**Selected gate families**

Scale: 4 px per um.
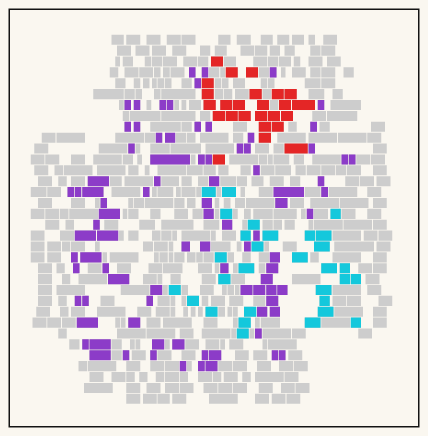
**Routing congestion map**

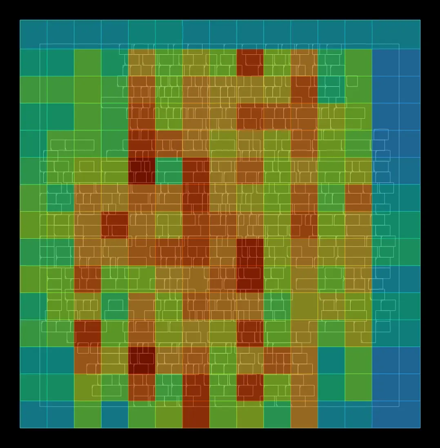
**Wire density map**

Scale: 4 px per um. The die is cut into 20 by 21 equal tiles; white is low, dark blue is high, scaled to the fullest tile. Values are wire area over tile area, all layers added.
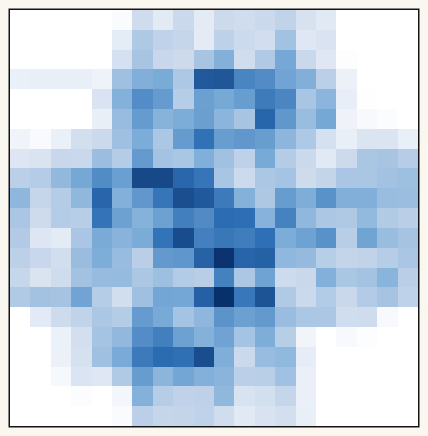
`src/rtl/reg_writeback_pkg.sv`:
```
// Shared types and constants for the register writeback stage (package wb_pkg).
package wb_pkg;

    // Writeback FSM: IDLE has no load in flight, PEND has exactly one.
    typedef enum logic {
        IDLE = 1'b0,
        PEND = 1'b1
    } state_t;

    // RISC-V load funct3 encodings understood by the formatter.
    localparam logic [2:0] F3_LB  = 3'b000;
    localparam logic [2:0] F3_LH  = 3'b001;
    localparam logic [2:0] F3_LW  = 3'b010;
    localparam logic [2:0] F3_LBU = 3'b100;
    localparam logic [2:0] F3_LHU = 3'b101;

endpackage

```
`src/rtl/reg_writeback_load_formatter.sv`:
```
// Combinational load formatter: picks the byte/half lane out of an aligned
// 32-bit word and sign- or zero-extends it; LW and unknown funct3 pass through.
module load_formatter
    import wb_pkg::*;
#(
    parameter int DataBitWidth = 32
) (
    input  logic [DataBitWidth-1:0] word,
    input  logic [2:0]              funct3,
    input  logic [1:0]              addr_lo,
    output logic [DataBitWidth-1:0] data
);

    logic [7:0]  byte_sel;
    logic [15:0] half_sel;

    // Lane selection: byte lane is addr_lo, half lane is addr_lo[1] only.
    always_comb begin
        byte_sel = word[{addr_lo, 3'b000} +: 8];
        half_sel = addr_lo[1] ? word[31:16] : word[15:0];
    end

    // Extension according to the load type.
    always_comb begin
        data = word;
        case (funct3)
            F3_LB:   data = {{(DataBitWidth-8){byte_sel[7]}}, byte_sel};
            F3_LH:   data = {{(DataBitWidth-16){half_sel[15]}}, half_sel};
            F3_LBU:  data = {{(DataBitWidth-8){1'b0}}, byte_sel};
            F3_LHU:  data = {{(DataBitWidth-16){1'b0}}, half_sel};
            default: data = word;
        endcase
    end

endmodule

```
`src/rtl/reg_writeback.sv`:
```
// Writeback stage in front of the register file write port. Merges ALU
// results with one outstanding load, formats load data and flags source
// hazards to decode.
// Optional: define REG_WRITEBACK_BYPASS_EN to add rsX_fwd/rsX_fwd_dat
// forwarding of the current write; busy then only covers the pending load.
//
// Handshakes: alu_ready / ld_req_ready are computed every cycle regardless of
// the matching valid; a transfer happens in a cycle where valid and ready are
// both high at the rising edge. The ALU source must hold its offer until
// accepted. A ld_req while ld_req_ready is low is ignored.
module reg_writeback
    import wb_pkg::*;
#(
    parameter int AddressBitWidth = 5,
    parameter int DataBitWidth    = 32
) (
    input  logic                       clk,
    input  logic                       rst_n,
    input  logic                       alu_valid,
    input  logic [AddressBitWidth-1:0] alu_rd,
    input  logic [DataBitWidth-1:0]    alu_wd,
    output logic                       alu_ready,
    input  logic                       ld_req,
    input  logic [AddressBitWidth-1:0] ld_rd,
    input  logic [2:0]                 ld_funct3,
    input  logic [1:0]                 ld_addr_lo,
    output logic                       ld_req_ready,
    input  logic                       mem_rsp_valid,
    input  logic [DataBitWidth-1:0]    mem_rsp_data,
    input  logic [AddressBitWidth-1:0] rs1,
    input  logic [AddressBitWidth-1:0] rs2,
    output logic                       rs1_busy,
    output logic                       rs2_busy,
`ifdef REG_WRITEBACK_BYPASS_EN
    output logic                       rs1_fwd,
    output logic [DataBitWidth-1:0]    rs1_fwd_dat,
    output logic                       rs2_fwd,
    output logic [DataBitWidth-1:0]    rs2_fwd_dat,
`endif
    output logic                       ld_pending,
    output state_t                     fsm_state,
    output logic [AddressBitWidth-1:0] rd,
    output logic                       rd_we,
    output logic [DataBitWidth-1:0]    rd_wd
);

    state_t                     state;
    state_t                     state_next;
    logic [AddressBitWidth-1:0] pend_rd;
    logic [2:0]                 pend_f3;
    logic [1:0]                 pend_lo;
    logic                       rsp_take;
    logic                       ld_accept;
    logic                       alu_take;
    logic                       waw_stall;
    logic [DataBitWidth-1:0]    ld_data;

    assign fsm_state = state;

    // A response only counts while a load is outstanding.
    assign rsp_take  = (state == PEND) && mem_rsp_valid;
    assign ld_accept = ld_req && ld_req_ready;
    assign alu_take  = alu_valid && alu_ready;
    // Hold back an ALU write to the pending load's destination so the older
    // load cannot land on top of the younger ALU result.
    assign waw_stall = (state == PEND) && (alu_rd == pend_rd) && (alu_rd != '0);

    // FSM state register.
    always_ff @(posedge clk) begin
        if (!rst_n) state <= IDLE;
        else        state <= state_next;
    end

    // FSM next state: a response retires the load; a same-cycle request
    // keeps the FSM in PEND with the new load.
    always_comb begin
        state_next = state;
        case (state)
            IDLE:    if (ld_req) state_next = PEND;
            PEND:    if (mem_rsp_valid && !ld_req) state_next = IDLE;
            default: state_next = IDLE;
        endcase
    end

    // FSM outputs: handshake readiness and pending flag.
    always_comb begin
        ld_pending   = (state == PEND);
        ld_req_ready = (state == IDLE) || rsp_take;
        alu_ready    = !rsp_take && !waw_stall;
    end

    // Capture the accepted load's destination and formatting controls.
    always_ff @(posedge clk) begin
        if (!rst_n) begin
            pend_rd <= '0;
            pend_f3 <= '0;
            pend_lo <= '0;
        end else if (ld_accept) begin
            pend_rd <= ld_rd;
            pend_f3 <= ld_funct3;
            pend_lo <= ld_addr_lo;
        end
    end

    load_formatter #(
        .DataBitWidth(DataBitWidth)
    ) u_fmt (
        .word   (mem_rsp_data),
        .funct3 (pend_f3),
        .addr_lo(pend_lo),
        .data   (ld_data)
    );

    // Registered write port; load response has priority over the ALU and
    // writes to x0 are suppressed.
    always_ff @(posedge clk) begin
        if (!rst_n) begin
            rd    <= '0;
            rd_we <= 1'b0;
            rd_wd <= '0;
        end else if (rsp_take) begin
            rd    <= pend_rd;
            rd_we <= (pend_rd != '0);
            rd_wd <= ld_data;
        end else if (alu_take) begin
            rd    <= alu_rd;
            rd_we <= (alu_rd != '0);
            rd_wd <= alu_wd;
        end else begin
            rd_we <= 1'b0;
        end
    end

`ifdef REG_WRITEBACK_BYPASS_EN
    // Forward the write in flight; only the pending load makes a source busy.
    always_comb begin
        rs1_fwd     = rd_we && (rs1 == rd) && (rs1 != '0);
        rs2_fwd     = rd_we && (rs2 == rd) && (rs2 != '0);
        rs1_fwd_dat = rd_wd;
        rs2_fwd_dat = rd_wd;
        rs1_busy    = (rs1 != '0) && (state == PEND) && (rs1 == pend_rd);
        rs2_busy    = (rs2 != '0) && (state == PEND) && (rs2 == pend_rd);
    end
`else
    // Without a bypass the register file shows a write one cycle after rd_we,
    // so the write in flight also makes a source busy.
    always_comb begin
        rs1_busy = (rs1 != '0) &&
                   (((state == PEND) && (rs1 == pend_rd)) || (rd_we && (rs1 == rd)));
        rs2_busy = (rs2 != '0) &&
                   (((state == PEND) && (rs2 == pend_rd)) || (rd_we && (rs2 == rd)));
    end
`endif

endmodule

```
`config.mk`:
```
export PLATFORM = sky130hd
export DESIGN_NAME = reg_writeback
export DESIGN_NICKNAME = d
export VERILOG_FILES = /design/src/rtl/reg_writeback_pkg.sv /design/src/rtl/reg_writeback_load_formatter.sv /design/src/rtl/reg_writeback.sv
export SDC_FILE = /design/constraint.sdc
export NUM_CORES = 1
export LEC_CHECK = 0
export ABC_CLOCK_PERIOD_IN_PS = 2000
export CAP_MARGIN = 15
export CORE_AREA = 5 5 97 99
export DETAILED_ROUTE_END_ITERATION = 10
export DIE_AREA = 0 0 102 104
export MAX_ROUTING_LAYER = met4
export PLACE_DENSITY = 0.83
export SLEW_MARGIN = 20
export SYNTH_ARGS = -nofsm -noshare
export SYNTH_HDL_FRONTEND = slang
export SYNTH_SLANG_ARGS = --single-unit
```
`constraint.sdc`:
```
create_clock -name clk -period 2 [get_ports clk]
set_input_delay 0.4 -clock clk [delete_from_list [all_inputs] [get_ports clk]]
set_output_delay 0.4 -clock clk [all_outputs]
set_load 0.02 [all_outputs]
```
==> flow_summary.json <==
{
  "outcome": "finished, final reports clean",
  "period_minus_slack_ns": 1.95,
  "seq_area_sq_um": 996,
  "crit_fanout": 2,
  "arrival_ns": 1.55,
  "async_reset_ff_share_pct": 0,
  "ioPinCount": 138,
  "ir_drop_mv": 0.302,
  "lay_top_cells": "115 x clkdlybuf4s50_1, 53 x nand2_1, 48 x buf_4, 41 x dfxtp_1, 38 x mux2i_1",
  "cts_tree": "done",
  "wl_um": 11900,
  "synth_area_sq_mm": 0.00336,
  "cts_buffers": 5,
  "overflow": 0,
  "grt_setup_unrepaired": "true",
  "final_layout_top_logic_cell": "clkdlybuf4s50_1",
  "start_kind": "input port",
  "dp_hpwl_um": 9390,
  "cts-root-buf": "clkbuf_8",
  "die_h_um": 104,
  "drc": 0,
  "ys_cells": 397,
  "edf_count": 0,
  "power.density_mw_per_mm2": 530,
  "syn_to_final_growth_pct": 58.3,
  "hp-class": "input port to register",
  "cap_violations": 0,
  "stdcell_count": 669,
  "grt_pass1_vias": 3672,
  "clk_latency_ns": 0.32,
  "port_buffers": 137,
  "die_x_um": 102,
  "postSynthCellCount": 397,
  "fp_util_pct": 39.7,
  "die-area_sq_mm": 0.0106,
  "clock_sinks": 49,
  "fin_crit_sh_pct": 97.6,
  "syn_avg_cell_area_sq_um": 8.47,
  "slew_violations": 0,
  "syn_nets": 491,
  "crit_type": "input port to output port",
  "setup_viol": 0,
  "ys_ff": 49,
  "drt_iter0_drc": 285,
  "max_freq_mhz": 512,
  "antenna_found_initial": 0,
  "yosysSeqAreaShare_pct": 29.2,
  "grt_max_degree": 29,
  "logic_area_sq_mm": 0.00222,
  "firstDrtPassIters": 5,
  "critPathRequiredTime_ns": 1.60,
  "tightest_slew_ns": 0.475,
  "htree_levels": 2,
  "place_inst": 655,
  "core-area_sq_mm": 0.00847,
  "viasPerCell": 5.54,
  "place_congestion": 0.894,
  "synthFlopType": "dfxtp_1",
  "hold_buffers": 0,
  "final_nets": 654,
  "ys_warn_count": 0,
  "relSlewSlack_pct": 67.9,
  "fillCellCount": 717,
  "diodes": 0,
  "warnings": 28,
  "fp-row-count": 34,
  "clk_pin_slew_worst_paths_ns": 0.10,
  "grt_use_total_pct": 22.6,
  "grt_pass1_wl_um": 18800,
  "ys_chip_area_sq_mm": 0.00336
}
## Picture notes: 'selected gate families'
Key: red = xor and xnor cells [cells 25, most used xor2_1, where top centre]; purple = aoi and oai cells [cells 88, most used a21oi_1]; cyan = non-inverting ao/oa cells [cells 30, most used o21a_1]

## Picture notes: 'routing congestion map'
GRT met3 Usage: 4.83%
busiest grt layer: met2
wire per inst: 17.8 um

## Picture notes: 'wire density map'
The densest ninth of the die: centre. 20% of the tiles are nearly empty. The fullest tile reaches 0.59. The mean over all tiles is 0.18.

-- report_power, final --
group          total, mW  switching, mW  internal, mW
clock              0.641          0.380         0.260
sequential          1.14         0.0750          1.06
combinational       1.05          0.482         0.563
-- state kept, by name, indices dropped and copies added (netlist names) --
register and count:
pend_lo 2, pend_rd 5, fsm_state 1, rd_wd 32, rd_we 1, rd 5
pend_f3 3
-- repair_timing --
item                                    in CTS  in global routing
gates cloned                                 1                  0
endpoints found under the setup margin      39                 37
pin swaps                                   17                 13
gates resized                               46                 16
setup buffers                                3                  2
-- final cells by class --
cell class / count / share of cell area, %
clock buffers: 5 / 1.29
well taps: 108 / 2.54
clock inverters: 3 / 0.494
multi-input cells: 308 / 41.6
flip-flops and latches: 49 / 18.7
inverters: 2 / 0.141
repair buffers: 194 / 35.2
-- per-stage QoR --
step	hold WS, ns	cell area [sq um]	setup TNS (ns)	total power [mW]	setup slack (ns)
6_report	0.513	5320	0	2.82	0.0475
5_1_grt	0.537	5320	-0.0877	2.97	-0.0475
4_1_cts	0.523	5260	-0.0481	2.82	-0.0481
3_5_place_dp	0.508	5120	-20.84	2.17	-0.713
3_3_place_gp	0.496	5120	-19.02	2.15	-0.705
2_1_floorplan	0.464	3370	0	1.63	0.0483
-- logic make-up after synthesis --
group / after synthesis / synth area share [%]
simple gates: 125 / 18.1
compound gates: 118 / 27.7
xor+xnor: 25 / 6.51
mux: 40 / 12.3
flops: 49 / 29.2
buf+inv: 40 / 6.14
-- final timing paths --
check / from / end / slack [ns] / depth (start not counted)
worst min register to register: pend_lo[0] / pend_lo[0] / 0.52 / 2
worst max register to register: pend_lo[1] / rd_wd[13] / 0.08 / 6
worst max-delay path: alu_rd[4] / alu_ready / 0.05 / 6
worst min-delay path: alu_rd[2] / rd[2] / 0.51 / 4
-- synthesized netlist by cell type (all sizes together) (2+ instances only) --
cell type	instances	area (sq um)
nor3	8	45.0
nor4	4	25.0
o21a	7	52.6
o221a	9	101
a22o	5	43.8
nand3	16	80.1
mux2i	38	380
a22oi	3	22.5
a221o	2	20.0
dfxtp	49	981
xnor2	9	78.8
nor2	12	57.6
nand2	56	210
a31o	5	43.8
nand2b	19	119
o21ai	23	115
buf	19	128
xor2	16	140
a211oi	6	45.0
or4	4	33.8
a21oi	28	140
clkbuf	19	71.3
inv	2	7.51
a311oi	5	43.8
a221oi	16	203
-- metal layers --
metal | wire length, um | track usage [%] | share of wire (%)
met2 | 5940 | 36.4 | 50
met3 | 940 | 4.83 | 7.9
met1 | 4870 | 28.2 | 41
met5 | 0 | - | 0
met4 | 191 | 6.47 | 1.6
-- worst max-delay path: stages --
cell and delay (ns):
clkdlybuf4s15_1 0.18, or4_4 0.50, nor2_4 0.14, nor3_4 0.06, nor2_4 0.12, buf_6 0.13
Power is estimated from default activity; no workload was simulated.
